**Run 1: a small window of the routed layout**

Scale bar: 5 um. Region (21, 22) to (41, 42) um. Cells in grey, sequential cells in the stronger grey; small squares are vias.
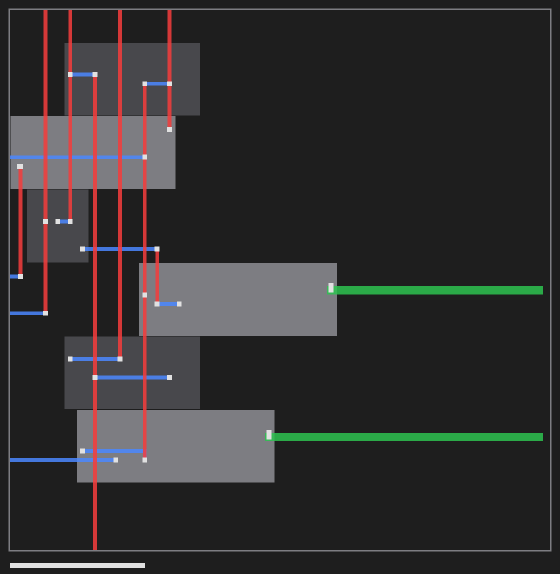
**Run 1: the metal 1 layer**

Scale bar: 10 um. Cells faint in the background.
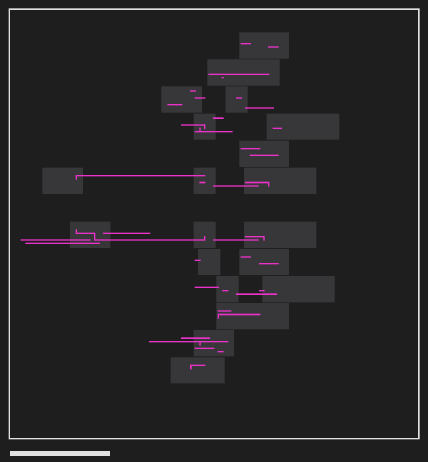
**Run 1: routing congestion**

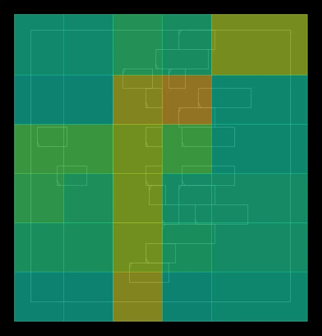
**Run 1: signal wires by layer**

Scale bar: 10 um. Two of the layers only.
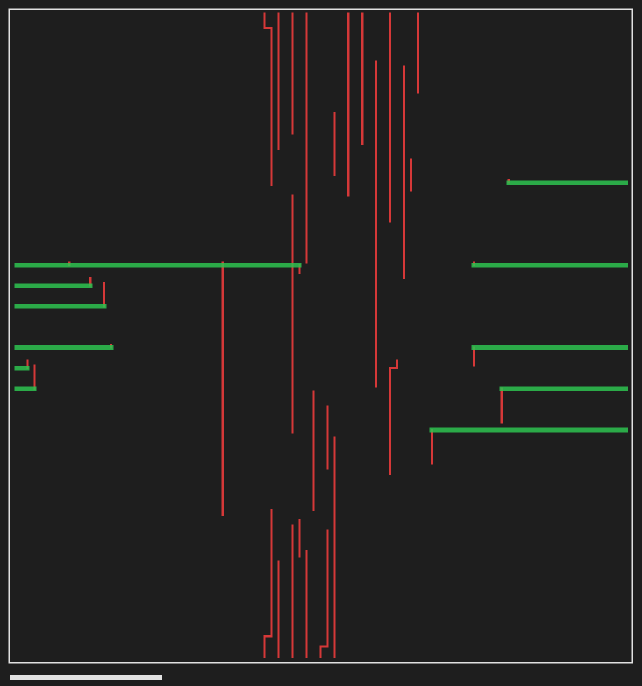
## src/rtl/mux_m_pkg.sv

```systemverilog
// Shared constants for the mux_m steering element: legal pipeline depths
// and the default data width.
package mux_m_pkg;

  localparam int LAT_COMB = 0;
  localparam int LAT_ONE  = 1;
  localparam int LAT_TWO  = 2;
  localparam int MUX_M_W  = 5;

endpackage

```

## src/rtl/mux_m_if.sv

```systemverilog
// Bundle of the selector's data, select and valid signals. The master side
// drives the two candidates, the select and the valid flag; the slave side
// (the mux itself) returns the pipelined and combinational results.
interface mux_m_if import mux_m_pkg::*; #(
  parameter int WIDTH = MUX_M_W
) ();

  logic [WIDTH-1:0] a;
  logic [WIDTH-1:0] b;
  logic             s;
  logic             in_valid;
  logic [WIDTH-1:0] y;
  logic             out_valid;
  logic [WIDTH-1:0] y_comb;

  modport master (
    output a, b, s, in_valid,
    input  y, out_valid, y_comb
  );

  modport slave (
    input  a, b, s, in_valid,
    output y, out_valid, y_comb
  );

endinterface

```

## src/rtl/mux_m_stage.sv

```systemverilog
// One register stage of the mux output pipeline. Data and its valid flag
// move together every cycle; there is no load enable, the valid bit is just
// a sideband tag. Synchronous active-low reset clears the stage.
module mux_m_stage import mux_m_pkg::*; #(
  parameter int               WIDTH     = MUX_M_W,
  parameter logic [WIDTH-1:0] RESET_VAL = '0
) (
  input  logic             clk,
  input  logic             rst_n,
  input  logic [WIDTH-1:0] data_i,
  input  logic             valid_i,
  output logic [WIDTH-1:0] data_o,
  output logic             valid_o
);

  logic [WIDTH-1:0] data_d, data_q;
  logic             valid_d, valid_q;

  // Next-state: pass the incoming pair through, or the reset pair when rst_n is low.
  always_comb begin
    data_d  = data_i;
    valid_d = valid_i;
    if (!rst_n) begin
      data_d  = RESET_VAL;
      valid_d = 1'b0;
    end
  end

  // Stage register, loaded on every rising edge.
  always_ff @(posedge clk) begin
    data_q  <= data_d;
    valid_q <= valid_d;
  end

  assign data_o  = data_q;
  assign valid_o = valid_q;

endmodule

```

## src/rtl/mux_m.sv

```systemverilog
// Parameterised 2:1 data selector. y_comb is the raw selection; y/out_valid
// are the selection and in_valid carried through LATENCY register stages
// (0, 1 or 2). With LATENCY=0 the pipeline collapses to wires.
module mux_m import mux_m_pkg::*; #(
  parameter int               WIDTH     = MUX_M_W,
  parameter int               LATENCY   = LAT_ONE,
  parameter logic [WIDTH-1:0] RESET_VAL = '0
) (
  input  logic       clk,
  input  logic       rst_n,
  mux_m_if.slave     bus
);

  logic [WIDTH-1:0] selData;
  logic [WIDTH-1:0] chainData  [0:LATENCY];
  logic             chainValid [0:LATENCY];

  // Selection: b when s is high, a otherwise.
  always_comb begin
    selData = bus.a;
    if (bus.s) begin
      selData = bus.b;
    end
  end

  assign bus.y_comb    = selData;
  assign chainData[0]  = selData;
  assign chainValid[0] = bus.in_valid;

  // Shift chain: stage i takes entry i and produces entry i+1.
  for (genvar i = 0; i < LATENCY; i++) begin : gStage
    mux_m_stage #(
      .WIDTH     (WIDTH),
      .RESET_VAL (RESET_VAL)
    ) uStage (
      .clk     (clk),
      .rst_n   (rst_n),
      .data_i  (chainData[i]),
      .valid_i (chainValid[i]),
      .data_o  (chainData[i+1]),
      .valid_o (chainValid[i+1])
    );
  end

  // A purely combinational build has no registers, so clk and rst_n go unused.
  if (LATENCY == LAT_COMB) begin : gComb
    logic unusedClkRst;
    assign unusedClkRst = clk ^ rst_n;
  end

  assign bus.y         = chainData[LATENCY];
  assign bus.out_valid = chainValid[LATENCY];

endmodule

```

## src/flat_wrapper.sv

```systemverilog
// flat-port wrapper written by rule: the top's interface ports become plain ports
module mux_m_flat import mux_m_pkg::*;
#(
  parameter int               WIDTH     = MUX_M_W,
  parameter int               LATENCY   = LAT_ONE,
  parameter logic [WIDTH-1:0] RESET_VAL = '0
)
  (clk, rst_n, bus_a, bus_b, bus_s, bus_in_valid, bus_y, bus_out_valid, bus_y_comb);
  mux_m_if #(.WIDTH(WIDTH)) bus_i ();
  input  logic clk;
  input  logic rst_n;
  input wire logic [$bits(bus_i.a)-1:0] bus_a;
  input wire logic [$bits(bus_i.b)-1:0] bus_b;
  input wire logic [$bits(bus_i.s)-1:0] bus_s;
  input wire logic [$bits(bus_i.in_valid)-1:0] bus_in_valid;
  output wire logic [$bits(bus_i.y)-1:0] bus_y;
  output wire logic [$bits(bus_i.out_valid)-1:0] bus_out_valid;
  output wire logic [$bits(bus_i.y_comb)-1:0] bus_y_comb;
  assign bus_i.a = bus_a;
  assign bus_i.b = bus_b;
  assign bus_i.s = bus_s;
  assign bus_i.in_valid = bus_in_valid;
  assign bus_y = bus_i.y;
  assign bus_out_valid = bus_i.out_valid;
  assign bus_y_comb = bus_i.y_comb;
  mux_m #(.WIDTH(WIDTH), .LATENCY(LATENCY), .RESET_VAL(RESET_VAL)) u_core (.clk(clk), .rst_n(rst_n), .bus(bus_i));
endmodule
```

## config.mk

```make
export PLATFORM = sky130hd
export DESIGN_NAME = mux_m_flat
export DESIGN_NICKNAME = d
export VERILOG_FILES = /design/src/rtl/mux_m_pkg.sv /design/src/rtl/mux_m_if.sv /design/src/rtl/mux_m_stage.sv /design/src/rtl/mux_m.sv /design/src/flat_wrapper.sv
export SDC_FILE = /design/constraint.sdc
export NUM_CORES = 1
export LEC_CHECK = 0
export CAP_MARGIN = 20
export CELL_PAD_IN_SITES_DETAIL_PLACEMENT = 2
export CELL_PAD_IN_SITES_GLOBAL_PLACEMENT = 2
export CORE_AREA = 2 2 39 41
export CTS_BUF_LIST = sky130_fd_sc_hd__clkbuf_8 sky130_fd_sc_hd__clkbuf_16
export DETAILED_ROUTE_END_ITERATION = 10
export DIE_AREA = 0 0 41 43
export DONT_BUFFER_PORTS = 1
export HOLD_SLACK_MARGIN = 0.02
export PLACE_DENSITY = 0.56
export SLEW_MARGIN = 20
export SYNTH_ARGS = -nofsm -noshare
export SYNTH_HDL_FRONTEND = slang
export SYNTH_SLANG_ARGS = --single-unit
```

## constraint.sdc

```tcl
create_clock -name clk -period 2.05 [get_ports clk]
set_clock_uncertainty 0.1 [all_clocks]
set_input_delay 0.41 -clock clk [delete_from_list [all_inputs] [get_ports clk]]
set_output_delay 0.41 -clock clk [all_outputs]
set_load 0.01 [all_outputs]
```

==> job_summary.md, run 1 <==
## Synthesis and layout report

| Metric | Value |
|---|---|
| Mapped Cells | `17` |
| Buffer and inverter count on the worst path | `0` |
| Met3 wire length | `85 um` |
| Total negative slack for setup checks | `0 ns` |
| Synth warnings | `0` |
| H-tree levels | `1` |
| Origin of the worst setup path | `bus_s` |
| Flip-flop count of the largest register after layout | `5` |
| Type of element launching the critical path | `input pin` |
| Synthesized net count | `31` |
| First-pass GRT wire length | `around 600 um` |
| Total congestion overflow | `0` |
| Minimum setup slack after placement | `0.776 ns` |
| Internal Pwr Total | `0.000263 W` |
| Synthesized area divided by synthesized cell count | `around 13 um^2` |
| Result of the run | `completed` |
| Pins Over Slew Limit | `0` |
| Commonest register cell after synthesis | `sky130_fd_sc_hd__dfxtp_1` |
| Remaining number of nets flagged by the antenna check after routing | `0` |
| Logic gate fraction of the total cell area | `35.0%` |
| GRT Util Overall | `5.42%` |
| Share of Yosys cell area claimed by the top area cell type | `55.2%` |
| Global-route met1 utilization | `4.82%` |
| # IOs | `25` |
| Combinational Area | `slightly below 100 um^2` |
| Met2 routing resource usage after global routing | `7.81%` |
| Non-clock buffer count in the final layout | `0` |
| Power in the clock group | `0.000169 W` |
| Most instantiated logic cells after routing | `sky130_fd_sc_hd__and2_1, sky130_fd_sc_hd__dfxtp_1, sky130_fd_sc_hd__mux2_2` |
| FF+latch count, synth | `6` |
| Power group with the largest share | `the clock network` |
| Number of inserted filler cells in the final layout | `157` |
| Total non-filler cell area in the finished layout | `279 um^2` |
| M1 wire length | `~120 um` |
| Signal arrival time at the worst endpoint | `0.76 ns` |
| Row Count | `14` |
| Die X | `41 um` |
| Layout cells sized above 1 | `about two fifths` |
| Fraction of the mapped netlist area in compound gates | `0%` |
| Path class of the lowest-slack min-delay path | `in -> reg` |
| Footprint of the flip-flops and latches | `roughly 120 um^2` |
| Chip area | `1760 um^2` |
| Placeable core area | `1380 um^2` |
| Number of sinks driven by the clock tree | `6` |
| Fin crit period | `1.27 ns` |
| Clock slew at reported path FFs | `around 0.030 ns` |
| RSZ-0062 raised after global routing | `false` |
| Worst Max-Slew Pin Slew | `0.118 ns` |
| WHS Endpoint | `u_core.gStage[0].uStage.data_o[1]` |
| Routability congestion estimate | `0.525` |
| Worst ir drop on vdd | `approximately 0.00014 V` |
| Simple-Gate Fraction of Synth Area | `between 10% and 20%` |
| Critical Path Sink | `bus_y_comb[0]` |
| Vert. Die Dim | `43 um` |
| # DRC | `0` |
| Post-layout period usage of the worst path | `62.0%` |
| Clock tree from TritonCTS | `done` |
| Cell area after placement | `238 um^2` |
| Combinational Power | `0.0000216 W` |
| Highest metal used | `met3` |
| Fraction of met3 tracks used by global routing | `1.05%` |
| Cell class contributing the biggest share of worst-path delay | `multiplexers` |
| Net switching component of the power | `0.0000597 W` |
| Antenna violations before repair | `0` |
| Upper clock frequency limit | `787 MHz` |
| Seq pwr | `0.000132 W` |
| Hold path startpoint | `rst_n` |
| Non-clock buffer area fraction after layout | `0%` |
| Final worst hold slack | `0.217 ns` |
| Dominant cells by area after synthesis | `sky130_fd_sc_hd__dfxtp_1, sky130_fd_sc_hd__mux2_2, sky130_fd_sc_hd__and2_1, sky130_fd_sc_hd__mux2_4` |
| Number of cells after detailed placement | `33` |
| Fraction of synthesized cell area in xor and xnor cells | `0%` |
| Stages on worst setup path | `1` |
| Average via count per standard cell | `3.69` |
| Final Net Count | `36` |
| Post-synth top area cell | `sky130_fd_sc_hd__dfxtp_1` |
| Post-Synth Adder-Cell Area | `0%` |
| Sequential cells | `6` |
| Count of clock buffers in the final design | `3` |
| Clock network power share | `52.5%` |
| Setup violations, final | `0` |
About 'a small window of the routed layout':
Green stands for met3. Blue stands for met1. Red stands for met2.
Netlist names of flops here include u_core.gStage.uStage.data_o (2), u_core.gStage.uStage.valid_o (1). Sequential cells in the window: 3. 6 logic cells have their middle in the window. Most frequent: dfxtp_1 (3), clkbuf_8 (2), and2_1 (1).

About 'the metal 1 layer':
24 nets have wire on it. The layer carries 118 um of wire. The longest straight run is 12.9 um.

About 'routing congestion':
busiest layer in global routing: met4
routed length per placed instance: 12.5 um

About 'signal wires by layer':
Red stands for met2, wire length 247 um. Green stands for met3, wire length 85.9 um.

--- run 2 (diff from run 1) ---
==> constraint.sdc (replaced) <==
create_clock -name clk -period 1.2 [get_ports clk]
set_clock_uncertainty 0.1 [all_clocks]
set_input_delay 0.24 -clock clk [delete_from_list [all_inputs] [get_ports clk]]
set_output_delay 0.24 -clock clk [all_outputs]
set_load 0.01 [all_outputs]
**Run 2: a small window of the routed layout**

Scale bar: 5 um. Region (21, 22) to (41, 42) um. Cells in grey, sequential cells in the stronger grey; small squares are vias.
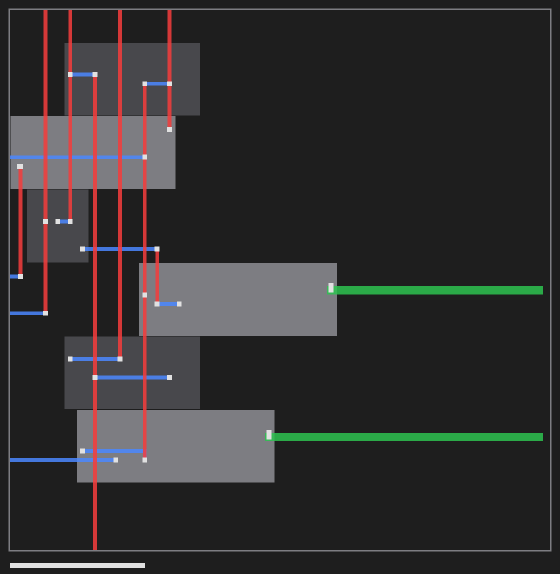
Blue stands for met1. Green stands for met3. Red stands for met2.
6 logic cells have their middle in the window. Most frequent: dfxtp_1 (3), clkbuf_8 (2), and2_1 (1). Sequential cells in the window: 3. Netlist names of flops here include u_core.gStage.uStage.data_o (2), u_core.gStage.uStage.valid_o (1).

**Run 2: the metal 1 layer**

Scale bar: 10 um. Cells faint in the background.
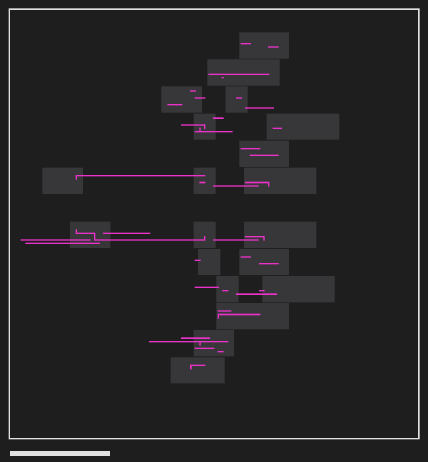
The wires run mostly horizontal. 24 nets have wire on it. The longest straight run is 12.9 um. The layer carries 118 um of wire.

==> job_summary.md, run 2 <==
## Synthesis and layout report

| Metric | Value |
|---|---|
| Most instantiated logic cells after routing | `sky130_fd_sc_hd__and2_1, sky130_fd_sc_hd__dfxtp_1, sky130_fd_sc_hd__mux2_2` |
| Fraction of met3 tracks used by global routing | `1.05%` |
| Clock network power share | `around 53%` |
| Post-layout period usage of the worst path | `77.6%` |
| Chip area | `between 1500 and 2000 um^2` |
| Final Net Count | `36` |
| Highest metal used | `met3` |
| RSZ-0062 raised after global routing | `false` |
| Synthesis-to-layout area growth | `28.2%` |
| M1 wire length | `118 um` |
| Result of the run | `completed` |
| Pins Over Slew Limit | `0` |
| Seq pwr | `0.000225 W` |
| Net switching component of the power | `0.000102 W` |
| Critical Path Sink | `bus_y_comb[0]` |
| Worst ir drop on vdd | `0.000245 V` |
| Average via count per standard cell | `3.69` |
| Clock slew at reported path FFs | `roughly 0.030 ns` |
| Worst Max-Slew Pin Slew | `0.118 ns` |
| Origin of the worst setup path | `bus_s` |
| # port buffers | `0` |
| Internal Pwr Total | `0.000449 W` |
| Total negative slack for setup checks | `0 ns` |
| # IOs | `25` |
| Flip-flop count of the largest register after layout | `5` |
| Number of sinks driven by the clock tree | `6` |
| Type of element launching the critical path | `input pin` |
| Hold path startpoint | `rst_n` |
| Mapped Cells | `17` |
| Signal arrival time at the worst endpoint | `0.59 ns` |
| Share of Yosys cell area claimed by the top area cell type | `55.2%` |
| Count of clock buffers in the final design | `3` |
| Fraction of synthesized cell area in xor and xnor cells | `0%` |
| Die X | `41 um` |
| Simple-Gate Fraction of Synth Area | `17.2%` |
| Synthesized area divided by synthesized cell count | `12.8 um^2` |
| Cell area after placement | `238 um^2` |
| Power group with the largest share | `the clock network` |
| Path class of the lowest-slack min-delay path | `in -> reg` |
| # DRC | `0` |
| Total congestion overflow | `0` |
| Logic gate fraction of the total cell area | `35.0%` |
| Final worst hold slack | `0.0473 ns` |
| Placeable core area | `around 1400 um^2` |
| Synth warnings | `0` |
| Number of cells after detailed placement | `33` |
| Footprint of the flip-flops and latches | `120 um^2` |
| Fraction of the mapped netlist area in compound gates | `0%` |
| Combinational Power | `0.0000369 W` |
| First-pass GRT wire length | `600 um` |
| Row Count | `14` |
| Met3 wire length | `85 um` |
| Combinational Area | `97.6 um^2` |
| Sequential cells | `6` |
| Upper clock frequency limit | `1070 MHz` |
| Routability congestion estimate | `0.525` |
| Global-route met1 utilization | `approximately 4.8%` |
| Minimum setup slack after placement | `0.223 ns` |
| Post-synth top area cell | `sky130_fd_sc_hd__dfxtp_1` |
| Routed length per placed instance | `12.5 um` |
| Stages on worst setup path | `1` |
| Met2 routing resource usage after global routing | `just under 8%` |
| Total non-filler cell area in the finished layout | `279 um^2` |
| Commonest register cell after synthesis | `sky130_fd_sc_hd__dfxtp_1` |
| WHS Endpoint | `u_core.gStage[0].uStage.data_o[1]` |
| FF+latch count, synth | `6` |
| Synthesized net count | `31` |
| Buffer and inverter count on the worst path | `0` |
| Power in the clock group | `0.000289 W` |
| Busiest layer in global routing | `met4` |
| H-tree levels | `1` |
| Total Wirelength | `450 um` |
| Clock tree from TritonCTS | `done` |
| Post-Synth Adder-Cell Area | `0%` |
| Antenna violations before repair | `0` |
| Cell class contributing the biggest share of worst-path delay | `multiplexers` |
Power figures rest on the tool's default switching activity, not on a simulated workload.
